--- src/rtl/dla_hld_ram_read_stream_pkg.sv ---
// Shared types and sizing helpers for the hld RAM port-b read streamer.
package dla_hld_ram_read_stream_pkg;

  typedef enum logic [1:0] {
    IDLE  = 2'd0,
    ISSUE = 2'd1,
    DRAIN = 2'd2
  } state_t;

  // Smallest output FIFO that can park every read in flight plus the head word.
  function automatic int min_fifo_depth(input int read_latency);
    return read_latency + 1;
  endfunction

endpackage

--- src/rtl/dla_hld_ram_read_stream_fifo.sv ---
// Output FIFO for returned RAM words; storage is flop-based and reset so the head
// (data + last flag) is clean out of reset.
module dla_hld_ram_read_stream_fifo #(
  parameter  int WIDTH = 41,
  parameter  int DEPTH = 4,
  localparam int CW    = $clog2(DEPTH + 1),
  localparam int PW    = (DEPTH > 1) ? $clog2(DEPTH) : 1
) (
  input  logic             clock,
  input  logic             resetn,
  input  logic             push,
  input  logic [WIDTH-1:0] push_data,
  input  logic             pop,
  output logic [WIDTH-1:0] head,
  output logic             valid,
  output logic [CW-1:0]    count
);
  logic [WIDTH-1:0] mem [DEPTH];
  logic [PW-1:0]    wr_ptr, rd_ptr;
  logic             do_push, do_pop;

  function automatic logic [PW-1:0] bump(input logic [PW-1:0] p);
    return (p == PW'(DEPTH - 1)) ? '0 : p + PW'(1);
  endfunction

  assign valid   = (count != '0);
  assign head    = mem[rd_ptr];
  assign do_pop  = pop && valid;
  assign do_push = push && ((count != CW'(DEPTH)) || do_pop);

  always_ff @(posedge clock or negedge resetn) begin
    if (!resetn) begin
      wr_ptr <= '0;
      rd_ptr <= '0;
      count  <= '0;
      for (int i = 0; i < DEPTH; i++) mem[i] <= '0;
    end else begin
      if (do_push) begin
        mem[wr_ptr] <= push_data;
        wr_ptr      <= bump(wr_ptr);
      end
      if (do_pop) rd_ptr <= bump(rd_ptr);
      if (do_push != do_pop) count <= do_push ? count + CW'(1) : count - CW'(1);
    end
  end

  // The credit scheme upstream must make a push into a full, non-popping FIFO impossible.
  always @(posedge clock)
    if (resetn) assert (!(push && !do_pop && (count == CW'(DEPTH))));

endmodule

--- src/rtl/dla_hld_ram_read_stream.sv ---
// Streaming reader on port b of a stitched hld RAM: a (base, length) command becomes
// one read per cycle; returns land in a credit-managed FIFO and leave as valid/ready.
module dla_hld_ram_read_stream
  import dla_hld_ram_read_stream_pkg::*;
#(
  parameter int ADDR_WIDTH   = 12,
  parameter int DATA_WIDTH   = 40,
  parameter int READ_LATENCY = 2,
  parameter int FIFO_DEPTH   = 4
) (
  input  logic                  clock,
  input  logic                  resetn,
  input  logic                  cmd_valid,
  output logic                  cmd_ready,
  input  logic [ADDR_WIDTH-1:0] cmd_base_addr,
  input  logic [ADDR_WIDTH:0]   cmd_length,
  output logic [ADDR_WIDTH-1:0] ram_address,
  output logic                  ram_read_enable,
  input  logic [DATA_WIDTH-1:0] ram_readdata,
  output logic                  out_valid,
  input  logic                  out_ready,
  output logic [DATA_WIDTH-1:0] out_data,
  output logic                  out_last,
  output logic                  busy
);
  localparam int CW = $clog2(FIFO_DEPTH + 1);
  localparam int SW = $clog2(READ_LATENCY + FIFO_DEPTH + 2) + 1;

  state_t                state, next_state;
  logic [ADDR_WIDTH-1:0] cur_addr;
  logic [ADDR_WIDTH:0]   remaining;
  logic [READ_LATENCY:0] vld_pipe, last_pipe;
  logic [CW-1:0]         fifo_count;
  logic [SW-1:0]         credits_used;
  logic                  accept, issue, final_issue, pop;

  assign accept = (state == IDLE) && cmd_valid && (cmd_length != '0);
  assign pop    = out_valid && out_ready;

  // Every read is charged from the cycle it is on the RAM bus until it leaves the FIFO;
  // a pop in this cycle hands its credit straight to the next issue.
  assign credits_used = SW'($countones(vld_pipe)) + SW'(fifo_count) - SW'(pop);
  assign issue        = (state == ISSUE) && (credits_used < SW'(FIFO_DEPTH));
  assign final_issue  = issue && (remaining == (ADDR_WIDTH + 1)'(1));

  always_ff @(posedge clock or negedge resetn) begin
    if (!resetn) state <= IDLE;
    else         state <= next_state;
  end

  always_comb begin
    next_state = state;
    case (state)
      IDLE:    if (accept) next_state = ISSUE;
      ISSUE:   if (final_issue) next_state = DRAIN;
      DRAIN:   if (pop && out_last && (vld_pipe == '0)) next_state = IDLE;
      default: next_state = IDLE;
    endcase
  end

  always_comb begin
    cmd_ready = (state == IDLE);
    busy      = (state != IDLE);
  end

  // vld_pipe[0] is the registered read strobe; vld_pipe[READ_LATENCY] marks data on ram_readdata.
  assign ram_read_enable = vld_pipe[0];

  always_ff @(posedge clock or negedge resetn) begin
    if (!resetn) begin
      cur_addr    <= '0;
      remaining   <= '0;
      ram_address <= '0;
      vld_pipe    <= '0;
      last_pipe   <= '0;
    end else begin
      if (accept) begin
        cur_addr  <= cmd_base_addr;
        remaining <= cmd_length;
      end else if (issue) begin
        cur_addr  <= cur_addr + ADDR_WIDTH'(1);
        remaining <= remaining - (ADDR_WIDTH + 1)'(1);
      end
      if (issue) ram_address <= cur_addr;
      vld_pipe  <= {vld_pipe[READ_LATENCY-1:0], issue};
      last_pipe <= {last_pipe[READ_LATENCY-1:0], final_issue};
    end
  end

  dla_hld_ram_read_stream_fifo #(
    .WIDTH(DATA_WIDTH + 1),
    .DEPTH(FIFO_DEPTH)
  ) u_fifo (
    .clock     (clock),
    .resetn    (resetn),
    .push      (vld_pipe[READ_LATENCY]),
    .push_data ({last_pipe[READ_LATENCY], ram_readdata}),
    .pop       (out_ready),
    .head      ({out_last, out_data}),
    .valid     (out_valid),
    .count     (fifo_count)
  );

  always @(posedge clock)
    assert (FIFO_DEPTH >= min_fifo_depth(READ_LATENCY));

endmodule

--- config.mk ---
export PLATFORM = sky130hd
export DESIGN_NAME = dla_hld_ram_read_stream
export DESIGN_NICKNAME = d
export VERILOG_FILES = /design/src/rtl/dla_hld_ram_read_stream_pkg.sv /design/src/rtl/dla_hld_ram_read_stream_fifo.sv /design/src/rtl/dla_hld_ram_read_stream.sv
export SDC_FILE = /design/constraint.sdc
export NUM_CORES = 1
export LEC_CHECK = 0
export CAP_MARGIN = 20
export CORE_MARGIN = 10
export CORE_UTILIZATION = 55
export CTS_CLUSTER_SIZE = 12
export DETAILED_ROUTE_END_ITERATION = 8
export GPL_ROUTABILITY_DRIVEN = 0
export HOLD_SLACK_MARGIN = 0.03
export PLACE_DENSITY = 0.81
export SLEW_MARGIN = 10
export SYNTH_ARGS = -nofsm -noshare
export SYNTH_HDL_FRONTEND = slang
export SYNTH_SLANG_ARGS = --single-unit
--- constraint.sdc ---
create_clock -name clock -period 4.99 [get_ports clock]
set_input_delay 0.998 -clock clock [delete_from_list [all_inputs] [get_ports clock]]
set_output_delay 0.998 -clock clock [all_outputs]
set_load 0.02 [all_outputs]
==> run_1/io_placement.png <==
Pins as bars across the die edge, other pins in grey.
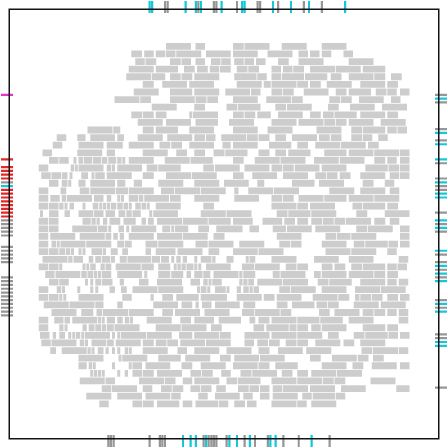
[`clock`] magenta | pins: 1 | direction: input | edge: left
[`ram_readdata`] cyan | pins: 40 | direction: input | edge: 17 right, 12 top, 10 bottom, 1 left
[`cmd_length`] red | pins: 13 | direction: input | edge: left
all pins by edge: 37 left, 37 right, 29 bottom, 23 top
number of port buffers: 125
Die H: 153 µm
Die Wd: 153 µm

==> run_1/wires.png <==
Only two layers are drawn.
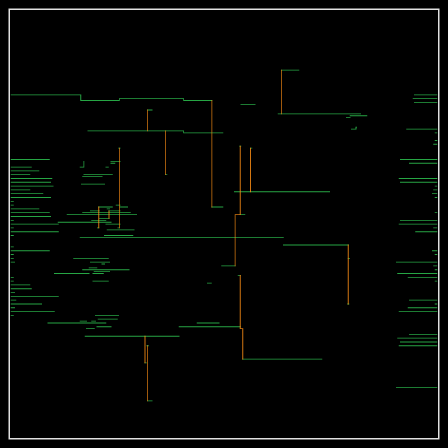
[metal 3] green | wire length: 1210 µm
[metal 4] orange | wire length: 257 µm
Routed wire per std cell: 20.9 µm
Total Routed Length: 21800 µm
vias: 6187
GRT Util Overall: 18.4%

==> reports/qor.txt, run 1 <==
Status -> finished, final reports clean
Ys flop type -> dfrtp_1
# Max-Cap Violations -> 0
Critical path capture point -> cur_addr[9]
Slew margin rel. -> 38.6%
Clock Buffer Count -> 35
Filler cells -> 1158
Hold path cells -> 0
WP depth -> 14
Initial antenna violation count -> 1
Logic area -> 4090 µm²
Initial Util -> 56.1%
Layout area overhead -> 22.5%
Final ANT Viol Nets -> 0
Post-Syn Instances -> 679
Netlist cell types -> 54
Comb area share -> 34.3%
Setup ws final -> 0.986 ns
Die Area -> 23400 µm²
Multi-In Gates -> 407
IO Pins -> 126
Inverters -> 19
Max Clock Freq -> 250 MHz
Final tally of hold violations -> 0
Fin crit share -> 80.2%
Non-clock buffer count in the final layout -> 136
Reg clk slew, reported paths -> 0.06 ns
Layout cell share with drive strength beyond 1 -> 33.1%
Commonest Layout Cell -> dfrtp_1
HP Class -> register to register
PostCTS Resize Cnt -> 0
EDFF count, synth -> 0
DRC viols -> 0
Vias in the first global route -> 6813
Final HPWL DP -> 14800 µm
Nets@finish -> 887
Family with the most delay on the worst path -> simple AND/OR/NAND/NOR gates
XOR Share, Synth -> 0.450%
Grt total ovfl -> 0
Worst EP arrival -> 4.43 ns
Clock Skew -> 0.0172 ns
Hold Slack -> 0.346 ns
Clock-cell share of area -> 5.94%
Basic Gates by Area -> 6.06%
Clock sink count -> 216
CTS Buf Count -> 23
Hold_sp -> last_pipe[1]
Largest class -> sequential cells
VDD IR-drop max -> 0.000533 V
Tool Warnings -> 32
Critical path class -> register to register
Actual slew at the worst max-slew pin -> 0.921 ns
Non-clk buf share -> 11.5%
Hold EP -> last_pipe[2]
Yosys adder share -> 2.08%
Setup WS pre-CTS -> 0.483 ns
Most numerous cell in the Yosys netlist -> dfrtp_1
First-pass GRT wire length -> 36000 µm
Min Clock Period, post-route -> 4.00 ns
Yosys cell count -> 679
Cell type with the largest total area -> dfrtp_1
Ys async rst share -> 100%
Mapped Avg Cell Area -> 14.3 µm²
Layout Cells excl Fill -> 1042
# hold bufs at CTS -> 0
Flop count -> 216
Share of the synthesized area in the top cell type -> 55.5%
TNS Setup -> 0 ns
MUX share of area -> 29.1%
Critical Path Start Type -> register
Yosys stat area -> 9740 µm²
Area fraction in compound gates -> 4.24%
Total power draw -> 9.00 mW
Slowest-stage cell, CP -> dfrtp_1
# Post-CTS Setup Buffers -> 0
Tap cells -> 225
Synth Register Bits -> 216
Clk buf depth -> 3
Worst-path fanout max -> 22
Pin count of the biggest net entering global routing -> 116
Worst path max stage delay -> 0.48 ns
First-pass iteration count of the detailed router -> 4
R2r startpoint -> u_fifo.count[0]
Htree depth -> 1
Synthesized Nets -> 763
CTS tree -> done
Post-synth area hogs -> dfrtp_1, mux2_2, mux4_2
Root Buffer -> clkbuf_16
RSZ-0062 raised after global routing -> no
Clk latency late pin -> 0.50 ns
Post-Syn Area -> 9740 µm²
Flop area -> 5410 µm²
CP required -> 5.42 ns
Reg2Reg Depth -> 14
R2R Path End -> cur_addr[9]
Power per cell area -> 754 nW/µm²
FF-to-FF setup slack -> 0.99 ns
Cells along the critical path -> or3_1 -> nand2_1 -> inv_1 -> ha_1 -> inv_1 -> fa_1 -> ha_1 -> a31oi_1 -> nor4b_4 -> nor2_2 -> inv_2 -> buf_4 -> mux2_2 -> a21oi_1
Post-placement cell area -> 11200 µm²
Avg Vias per Cell -> 5.94
Dominant comb cell -> multiplexers
Endpoint class of the critical path -> register
LEAKAGE -> 5.09 nW
Slew Viols, Final -> 0
Post-synth seq share -> 55.5%
Ant. Diodes -> 1
First DRT Iteration DRCs -> 343
# placed instances -> 1001
Ys Warns -> 0
Synth cell count leaders -> dfrtp_1, mux2_2, nand2_1
Top Layout Cells -> dfrtp_1, mux2_2, clkdlybuf4s50_1
Final setup fails -> 0
Worst path bufs/invs -> 4
CP startpoint -> u_fifo.count[0]
==> run_1/placement_by_type.png <==
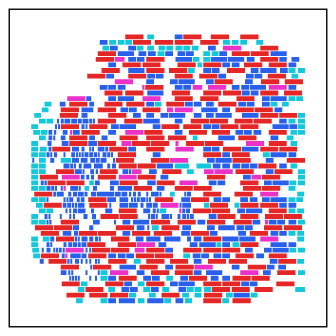
[combinational and other logic] blue | cells: 426
[clock drivers and dummy loads] magenta | cells: 38
[remaining buffers and delay cells] cyan | cells: 136
[sequential cells] red | cells: 216
# rows: 48
Seq/total area: 45.3%
core footprint: 17400 µm²
Core Util, Final: 68.8%
Final Cell Area: 11900 µm²

[run 1: where the power goes]
part	switching, mW	internal (mW)
Combinational	1.96	2.24
Sequential	0.589	2.61
Clock	0.648	0.946
Total	3.20	5.80
[run 1: sequential cells by signal (all words and copies together) (netlist names)]
signal,count
cur_addr,12
last_pipe,3
u_fifo.mem,164
u_fifo.wr_ptr,2
state,2
ram_address,12
vld_pipe,3
remaining,13
u_fifo.rd_ptr,2
u_fifo.count,3
[run 1: per-layer routing]
metal,share of wire [%],wire length (µm),vias to the layer above,track usage [%]
met5,0,0,-,0
met4,1.2,257,0,4.00
met3,5.5,1210,29,4.10
met2,52,11300,194,32.2
met1,42,9070,3204,22.7
li1,-,-,2760,-
--- run 2 (diff from run 1) ---
CORE_UTILIZATION = 50   (was 55)
PLACE_DENSITY = 0.78   (was 0.81)
clock period = 3.3 ns   (was 4.99 ns; I/O delays follow)
==> run_2/placement_by_type.png <==
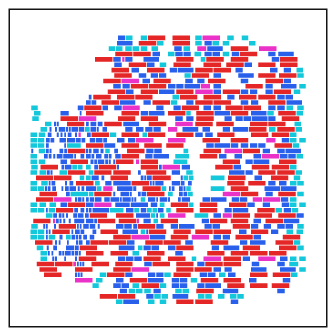
[remaining buffers and delay cells] cyan | cells: 169
[sequential cells] red | cells: 216
[combinational and other logic] blue | cells: 426
[clock drivers and dummy loads] magenta | cells: 36
Seq/total area: 43.7%
# rows: 50
Core Util, Final: 65.3%

==> run_2/clk_routes.png <==
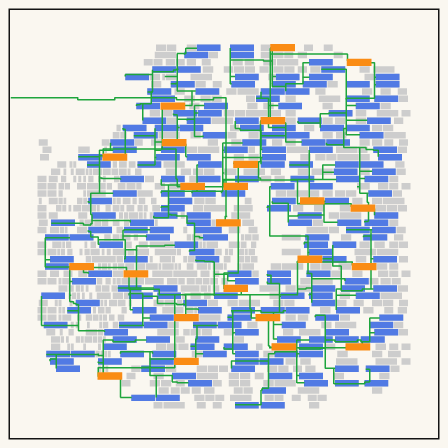
[flip-flops] blue | count: 216
[clock drivers] orange | count: 23
[clock wires] green | length: 2480 µm
flops lie: widely spread
clk latency late pin: 0.49 ns
clock share of power: 16.6%
Clock Skew: 0.00898 ns

==> run 2 against run 1 <==
Global-route usage shrank 1.1 points. Sequential share of layout area decreased by 1.6 points. Hold slack worse by 0.14 ns. Critical endpoint unchanged. Largest cell class unchanged.
==> reports/qor.txt, run 2 <==
Status -> finished, final reports clean
Dominant comb cell -> multiplexers
Share of the synthesized area in the top cell type -> 55.5%
Most numerous cell in the Yosys netlist -> dfrtp_1
Power per cell area -> 1160 nW/µm²
EDFF count, synth -> 0
Yosys stat area -> 9740 µm²
First-pass GRT wire length -> 36900 µm
Layout area overhead -> 27.0%
Actual slew at the worst max-slew pin -> 0.744 ns
# Max-Cap Violations -> 0
Basic Gates by Area -> 6.06%
Largest class -> sequential cells
Final HPWL DP -> 15300 µm
Setup ws final -> 0.0775 ns
Initial Util -> 51.4%
Endpoint class of the critical path -> register
Htree depth -> 1
Mapped Avg Cell Area -> 14.3 µm²
Ys flop type -> dfrtp_1
Logic area -> 4170 µm²
Final Cell Area -> 12400 µm²
Yosys adder share -> 2.08%
Slew Viols, Final -> 0
Comb pwr share -> 50.2%
Cell type with the largest total area -> dfrtp_1
Vias in the first global route -> 7062
VDD IR-drop max -> 0.000940 V
Setup WS pre-CTS -> -0.401 ns
Min Clock Period, post-route -> 3.22 ns
First-pass iteration count of the detailed router -> 4
Multi-In Gates -> 407
Sw Share -> 35.0%
Sw power -> 5.02 mW
Slew margin rel. -> 50.4%
Sequential power -> 4.76 mW
Grt total ovfl -> 0
Area fraction in compound gates -> 4.24%
Synth Register Bits -> 216
Clock sink count -> 216
Ys Warns -> 0
Tap cells -> 260
Cells along the critical path -> or3_4 -> nand2_4 -> inv_4 -> ha_4 -> inv_2 -> fa_2 -> ha_4 -> a31oi_4 -> nor4b_4 -> buf_4 -> nor2_4 -> inv_4 -> buf_12 -> mux2_2 -> a21oi_2
HP Class -> primary input to async pin
Pin count of the biggest net entering global routing -> 78
Clock Buffer Count -> 34
Netlist cell types -> 54
Pwr top -> combinational cells
TNS Setup -> 0 ns
Yosys cell count -> 679
Non-clk buf share -> 13.7%
Vias -> 6286
GRT Util Overall -> 17.3%
Filler cells -> 1386
Post-Syn Instances -> 679
Critical path class -> register to register
Fin crit share -> 97.7%
Root Buffer -> clkbuf_16
Worst path bufs/invs -> 5
Critical Path Start Type -> register
Final ANT Viol Nets -> 0
Worst-path fanout max -> 12
Core footprint -> 19000 µm²
Internal Power -> 9.33 mW
Non-clock buffer count in the final layout -> 169
CTS Buf Count -> 23
Ys async rst share -> 100%
RSZ-0062 raised after global routing -> yes
Synthesized Nets -> 763
PostCTS Resize Cnt -> 3
Combinational cell power -> 7.20 mW
Die Area -> 25500 µm²
Routed wire per std cell -> 20.2 µm
Number of port buffers -> 125
XOR Share, Synth -> 0.450%
Die H -> 160 µm
Post-placement cell area -> 11500 µm²
CTS tree -> done
CP required -> 3.72 ns
Ant. Diodes -> 0
Reg clk slew, reported paths -> 0.06 ns
Clk buf depth -> 3
Avg Vias per Cell -> 5.68
First DRT Iteration DRCs -> 246
Layout cell share with drive strength beyond 1 -> 37.0%
Commonest Layout Cell -> dfrtp_1
MUX share of area -> 29.1%
Clock group total power -> 2.38 mW
Max Clock Freq -> 310 MHz
Die Wd -> 160 µm
# hold bufs at CTS -> 0
Top Layout Cells -> dfrtp_1, mux2_2, clkdlybuf4s50_1
Part of the power in registers -> 33.2%
Final setup fails -> 0
Largest regs -> u_fifo.mem: 164 flops, remaining: 13 flops
Worst path max stage delay -> 0.41 ns
LEAKAGE -> 5.28 nW
Slowest-stage cell, CP -> or3_4
Synth cell count leaders -> dfrtp_1, mux2_2, nand2_1
Total power draw -> 14.4 mW
Initial antenna violation count -> 1
# placed instances -> 1060
Flop count -> 216
Total Routed Length -> 22300 µm
Worst EP arrival -> 3.64 ns
Hold Slack -> 0.204 ns
Post-synth area hogs -> dfrtp_1, mux2_2, mux4_2
Inverters -> 19
Flop area -> 5410 µm²
# Post-CTS Setup Buffers -> 5
Family with the most delay on the worst path -> adder cells
IO Pins -> 126
Tool Warnings -> 32
Layout Cells excl Fill -> 1107
Comb area share -> 33.7%
DRC viols -> 0
Top reg by flops -> u_fifo.mem
[run 2: cell counts after synthesis]
Identical to the previous run, type by type.
[run 2: worst paths after layout]
path                                 startpoint                to  slack, ns  cells past startpoint
worst max-delay path            u_fifo.count[1]       cur_addr[9]       0.08                     15
worst min-delay path                     resetn    u_fifo.mem[66]       0.20                      1
worst max register to register  u_fifo.count[1]       cur_addr[9]       0.08                     15
worst min register to register     last_pipe[1]      last_pipe[2]       0.35                      0
max in group asynchronous                resetn  u_fifo.rd_ptr[0]       2.30                      2
min in group clock                 last_pipe[1]      last_pipe[2]       0.35                      0
[run 2: layer usage]
layer	global-route usage, %	share of wire, %	up-vias
met3	3.46	5.0	22
met1	21.7	42	3288
li1	-	-	2809
met5	0	0.058	-
met4	3.16	0.96	2
met2	30.4	52	165
No activity file was given, so power comes from the tool's default toggle rates.
